==> config.mk <==
export PLATFORM = sky130hd
export DESIGN_NAME = serial_demux
export DESIGN_NICKNAME = d
export VERILOG_FILES = /design/src/rtl/serial_demux_pkg.sv /design/src/rtl/serial_demux_sync_fifo.sv /design/src/rtl/serial_demux.sv
export SDC_FILE = /design/constraint.sdc
export NUM_CORES = 1
export LEC_CHECK = 0
export CAP_MARGIN = 20
export CORE_AREA = 2 2 115 139
export CTS_CLUSTER_SIZE = 20
export DETAILED_ROUTE_END_ITERATION = 8
export DIE_AREA = 0 0 117 141
export GPL_TIMING_DRIVEN = 1
export PLACE_DENSITY = 0.63
export SETUP_SLACK_MARGIN = 0.4
export SLEW_MARGIN = 5
export SYNTH_ARGS = -nofsm -noshare
export SYNTH_HDL_FRONTEND = slang
export SYNTH_SLANG_ARGS = --single-unit
==> constraint.sdc <==
create_clock -name clk_sys -period 6.5 [get_ports clk_sys]
set_input_delay 1.3 -clock clk_sys [delete_from_list [all_inputs] [get_ports clk_sys]]
set_output_delay 1.3 -clock clk_sys [all_outputs]
set_load 0.02 [all_outputs]
==> src/rtl/serial_demux_pkg.sv <==
// serial_demux_pkg
// Shared definitions for the serial demultiplexer slice: default widths used
// by the cipher top level, a constant clog2 helper and the serializer state
// type. No ports; imported by sync_fifo and serial_demux.
package serial_demux_pkg;

  // Defaults shared with the cipher top level so both agree on the datapath shape.
  localparam int DEF_MST_DWIDTH = 32;
  localparam int DEF_SYS_DWIDTH = 8;
  localparam int DEF_NUM_CH     = 3;
  localparam int DEF_FIFO_DEPTH = 2;

  // Ceiling log2 usable in parameter expressions; clog2(1) = 0.
  function automatic int clog2(input int value);
    int result;
    result = 0;
    for (int i = 0; i < 31; i++) begin
      if ((1 << i) < value) begin
        result = i + 1;
      end
    end
    return result;
  endfunction

  // IDLE waits for a buffered word, SHIFT presents beats of the current word.
  typedef enum logic {
    IDLE  = 1'b0,
    SHIFT = 1'b1
  } state_t;

endpackage

==> src/rtl/serial_demux_sync_fifo.sv <==
// sync_fifo
// Single-clock FIFO with asynchronous active-high reset. Pointers carry one
// extra wrap bit so full and empty can be told apart without a counter.
// Ports:
//   clk       in   clock, rising edge
//   rst       in   asynchronous active-high reset
//   i_push    in   write request (ignored while full)
//   i_wrData  in   WIDTH-bit write data
//   i_pop     in   read request (ignored while empty)
//   o_rdData  out  WIDTH-bit head entry (valid while not empty)
//   o_full    out  FIFO holds DEPTH entries
//   o_empty   out  FIFO holds no entries
module sync_fifo
  import serial_demux_pkg::*;
#(
  parameter int WIDTH = 8,
  parameter int DEPTH = 2
) (
  input  logic             clk,
  input  logic             rst,
  input  logic             i_push,
  input  logic [WIDTH-1:0] i_wrData,
  input  logic             i_pop,
  output logic [WIDTH-1:0] o_rdData,
  output logic             o_full,
  output logic             o_empty
);

  localparam int AW = clog2(DEPTH);

  logic [AW:0]      r_wrPtr;
  logic [AW:0]      r_rdPtr;
  logic [WIDTH-1:0] r_mem [DEPTH];
  logic             w_doPush;
  logic             w_doPop;

  // Requests against a full or empty FIFO are dropped here so callers can
  // drive push/pop without re-checking the flags themselves.
  assign w_doPush = i_push && !o_full;
  assign w_doPop  = i_pop && !o_empty;

  // Storage array; cleared on reset so the head is never undefined.
  always_ff @(posedge clk or posedge rst) begin
    if (rst) begin
      for (int i = 0; i < DEPTH; i++) begin
        r_mem[i] <= '0;
      end
    end else if (w_doPush) begin
      r_mem[r_wrPtr[AW-1:0]] <= i_wrData;
    end
  end

  // Pointers wrap naturally through their extra MSB.
  always_ff @(posedge clk or posedge rst) begin
    if (rst) begin
      r_wrPtr <= '0;
      r_rdPtr <= '0;
    end else begin
      if (w_doPush) begin
        r_wrPtr <= r_wrPtr + 1'b1;
      end
      if (w_doPop) begin
        r_rdPtr <= r_rdPtr + 1'b1;
      end
    end
  end

  // Same index with differing wrap bits means the writer lapped the reader.
  assign o_full   = (r_wrPtr[AW] != r_rdPtr[AW]) && (r_wrPtr[AW-1:0] == r_rdPtr[AW-1:0]);
  assign o_empty  = (r_wrPtr == r_rdPtr);
  assign o_rdData = r_mem[r_rdPtr[AW-1:0]];

endmodule

==> src/rtl/serial_demux.sv <==
// serial_demux
// Width-converting demultiplexer: accepts MST_DWIDTH-bit words with a channel
// select, buffers them, and emits SYS_DWIDTH-bit beats MSB first on the
// selected channel with per-channel valid/ready flow control.
// Ports:
//   clk_sys  in   single clock, rising edge
//   rst      in   asynchronous active-high reset
//   select   in   destination channel, captured with data_i on accept
//   data_i   in   input word
//   valid_i  in   input word valid
//   ready_o  out  a word can be accepted this cycle
//   data_o   out  channel c beat on [c*SYS_DWIDTH +: SYS_DWIDTH]
//   valid_o  out  per-channel beat valid
//   ready_i  in   per-channel beat ready
//   drop_o   out  one-cycle pulse after a word with an out-of-range select
//   busy_o   out  FIFO non-empty or a word is being serialized
module serial_demux
  import serial_demux_pkg::*;
#(
  parameter  int MST_DWIDTH = DEF_MST_DWIDTH,
  parameter  int SYS_DWIDTH = DEF_SYS_DWIDTH,
  parameter  int NUM_CH     = DEF_NUM_CH,
  parameter  int FIFO_DEPTH = DEF_FIFO_DEPTH,
  localparam int RATIO      = MST_DWIDTH / SYS_DWIDTH,
  localparam int SEL_W      = (clog2(NUM_CH) > 1) ? clog2(NUM_CH) : 1
) (
  input  logic                         clk_sys,
  input  logic                         rst,
  input  logic [SEL_W-1:0]             select,
  input  logic [MST_DWIDTH-1:0]        data_i,
  input  logic                         valid_i,
  output logic                         ready_o,
  output logic [NUM_CH*SYS_DWIDTH-1:0] data_o,
  output logic [NUM_CH-1:0]            valid_o,
  input  logic [NUM_CH-1:0]            ready_i,
  output logic                         drop_o,
  output logic                         busy_o
);

  localparam int                 CNT_W      = (clog2(RATIO) > 1) ? clog2(RATIO) : 1;
  localparam int                 ENTRY_W    = SEL_W + MST_DWIDTH;
  localparam logic [CNT_W-1:0]   LAST_BEAT  = CNT_W'(RATIO - 1);
  localparam logic [SEL_W:0]     NUM_CH_EXT = (SEL_W + 1)'(NUM_CH);

  state_t                  r_state;
  state_t                  w_nextState;
  logic [MST_DWIDTH-1:0]   r_shiftReg;
  logic [SEL_W-1:0]        r_ch;
  logic [CNT_W-1:0]        r_beatCnt;
  logic                    r_outOfReset;
  logic                    r_drop;
  logic                    w_accept;
  logic                    w_selOk;
  logic                    w_push;
  logic                    w_pop;
  logic                    w_advance;
  logic                    w_fifoFull;
  logic                    w_fifoEmpty;
  logic [ENTRY_W-1:0]      w_fifoRd;

  // Out-of-range selects are still accepted (the master is not stalled) but
  // never written, so they can never reach a channel.
  assign w_accept = valid_i && ready_o;
  assign w_selOk  = ({1'b0, select} < NUM_CH_EXT);
  assign w_push   = w_accept && w_selOk;

  sync_fifo #(
    .WIDTH (ENTRY_W),
    .DEPTH (FIFO_DEPTH)
  ) u_fifo (
    .clk      (clk_sys),
    .rst      (rst),
    .i_push   (w_push),
    .i_wrData ({select, data_i}),
    .i_pop    (w_pop),
    .o_rdData (w_fifoRd),
    .o_full   (w_fifoFull),
    .o_empty  (w_fifoEmpty)
  );

  // ready_o must stay low throughout reset and only rise on the first edge
  // after release, so a flag records that an edge has been seen.
  always_ff @(posedge clk_sys or posedge rst) begin
    if (rst) begin
      r_outOfReset <= 1'b0;
      r_drop       <= 1'b0;
    end else begin
      r_outOfReset <= 1'b1;
      r_drop       <= w_accept && !w_selOk;
    end
  end

  // There is no bypass: a pop in the same cycle does not make room while full.
  assign ready_o = r_outOfReset && !w_fifoFull;
  assign drop_o  = r_drop;
  assign busy_o  = !w_fifoEmpty || (r_state == SHIFT);

  // Serializer state register.
  always_ff @(posedge clk_sys or posedge rst) begin
    if (rst) begin
      r_state <= IDLE;
    end else begin
      r_state <= w_nextState;
    end
  end

  // Next-state logic. On the last beat the next word is popped straight into
  // the shift register, so consecutive words stream without a bubble even
  // when they target different channels.
  always_comb begin
    w_nextState = r_state;
    w_pop       = 1'b0;
    w_advance   = 1'b0;
    case (r_state)
      IDLE: begin
        if (!w_fifoEmpty) begin
          w_pop       = 1'b1;
          w_nextState = SHIFT;
        end
      end
      SHIFT: begin
        if (ready_i[r_ch]) begin
          w_advance = 1'b1;
          if (r_beatCnt == '0) begin
            if (!w_fifoEmpty) begin
              w_pop = 1'b1;
            end else begin
              w_nextState = IDLE;
            end
          end
        end
      end
      default: begin
        w_nextState = IDLE;
      end
    endcase
  end

  // Datapath: a pop loads word, channel and beat count together; an accepted
  // beat otherwise shifts the next beat into the MSB position.
  always_ff @(posedge clk_sys or posedge rst) begin
    if (rst) begin
      r_shiftReg <= '0;
      r_ch       <= '0;
      r_beatCnt  <= '0;
    end else if (w_pop) begin
      r_shiftReg <= w_fifoRd[MST_DWIDTH-1:0];
      r_ch       <= w_fifoRd[ENTRY_W-1 -: SEL_W];
      r_beatCnt  <= LAST_BEAT;
    end else if (w_advance) begin
      r_shiftReg <= r_shiftReg << SYS_DWIDTH;
      if (r_beatCnt != '0) begin
        r_beatCnt <= r_beatCnt - 1'b1;
      end
    end
  end

  // Output steering. Outputs derive only from registered state, so a beat
  // stays stable until its handshake and everything returns to zero as soon
  // as reset is asserted.
  always_comb begin
    valid_o = '0;
    data_o  = '0;
    if (r_state == SHIFT) begin
      valid_o[r_ch]                           = 1'b1;
      data_o[r_ch*SYS_DWIDTH +: SYS_DWIDTH]   = r_shiftReg[MST_DWIDTH-1 -: SYS_DWIDTH];
    end
  end

endmodule

Placed standard cells:
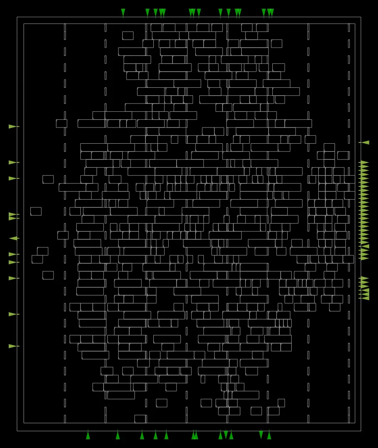
Post-Layout Cell Count: 699
Final Core Density: 42.0%
core area: 0.0153 mm²
FP Rows: 50
flop share of the area: 43.1%

Pin map:
Drawn at 3 px/µm. Pins as bars across the die edge, other pins in gray.
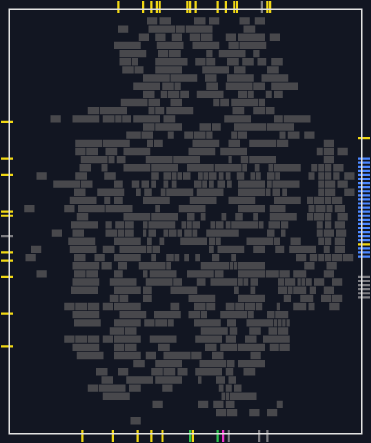
[magenta] ready_o | pins: 1 | direction: output | edge: bottom
[blue] data_o | pins: 24 | direction: output | edge: right
[yellow] data_i | pins: 32 | direction: input | edge: 14 top, 10 left, 6 bottom, 2 right
[green] select | pins: 2 | direction: input | edge: bottom
# port buffers: 69
Die Wd: 117 µm

Routed metal, one color a layer:
Drawn at 3 px/µm. Two of the layers only.
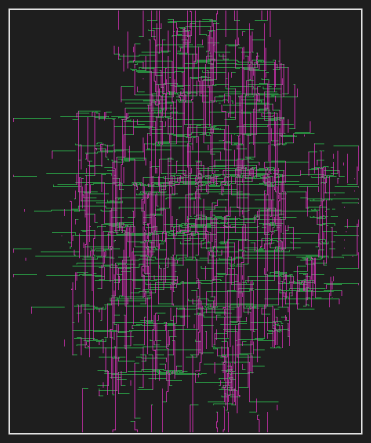
[green] metal 1 | wire length: 4920 µm
[magenta] metal 2 | wire length: 6010 µm
final wirelength: 11600 µm
vias: 3598
GRT Overall Usage: 14.5%
WL per Instance: 16.5 µm

==> reports/qor.yml <==
outcome: "finished, final reports clean"
worstPathMaxFanout: 11
worst_setup_path_startpoint: "r_ch[0]"
drive_above_1_share_pct: 19.3
syn_area_mm2: 0.00524
reg_top3: "u_fifo.r_mem (68), r_shiftReg (32)"
slew_headroom_pct: 34.8
yosys.cell_count.top_type: "dfrtp_1"
gp_congestion: 0.796
critPathRequiredTime_ps: 5200
logic_area_mm2: 0.00227
flop-count: 111
yosys-stat-cells: 434
leakage_nw: 2.61
ys_warn_count: 0
comb_share_pct: 35.3
signal_buffers: 76
antenna_found_initial: 0
cts_hold_buf: 0
rsz0062_at_grt: "false"
met1_usage_pct: 17.8
reg2reg_slack_ps: 3970
grt_pass1_wl_um: 18700
busiest_layer: "met2"
hold_violations: 0
adder_share_pct: 1.20
synth-async-reset-ratio_pct: 100
largest_area_cell: "dfrtp_1"
seqPwrFrac_pct: 38.9
min_to: "u_fifo.r_mem[61]"
endpoint: "data_o[18]"
ys_sh_aoi_pct: 15.3
highest_layer: "met4"
comb.multi_input.count: 282
dr.pass1.iters: 4
overflow: 0
fmax_ghz: 0.240
cts_buffers: 9
clock_path_buffers: 2
ys_types: 41
fp_nets: 479
vias_per_cell: 5.15
taps: 208
synth_area_per_cell_um2: 12.1
mux_share_pct: 17.1
finalSetupViolCount: 0
grtUsageMet3_pct: 2.49
layout.cells.most_common: "dfrtp_1"
edf_count: 0
drc: 0
ys.flops: 111
clk_share_pct: 5.38
ys_sh_xor_pct: 1.31
grt_use_met2_pct: 25.5
ff_type: "dfrtp_1"
combPwrFrac_pct: 40.5
pwr-share-clk_pct: 20.6
cts_root_buffer: "clkbuf_16"
drv_cap: 0
simple_gate_share_pct: 8.27
r2r-start: "r_beatCnt[0]"
ys_seq_share_pct: 53.1
final_nets: 532
hold_depth: 1
place_hpwl_um: 7450
n_all_inverters: 7
-- critical path: stages (launching register included) --
cell             delay, ps
dfrtp_1                480
inv_1                  150
ha_1                   140
and2_1                 140
nor4bb_1               750
and2_1                 230
clkdlybuf4s50_1        610
-- power groups by stage --
stage	registers (mW)	logic, mW	clock network, mW
floorplan	1.13	0.956	0
global placement	1.18	1.19	0
detailed placement	1.20	1.22	0
CTS	1.19	1.23	0.645
global route	1.23	1.37	0.673
finish	1.19	1.24	0.633
-- metrics by stage --
stage	instance area, µm²	total power [mW]	setup slack [ps]
2_1_floorplan	5240	2.08	2270
3_3_place_gp	6070	2.36	2810
3_5_place_dp	6070	2.42	2700
4_1_cts	6420	3.06	2310
5_1_grt	6440	3.27	2090
6_report	6440	3.06	2340
Power is estimated from default activity; no workload was simulated.
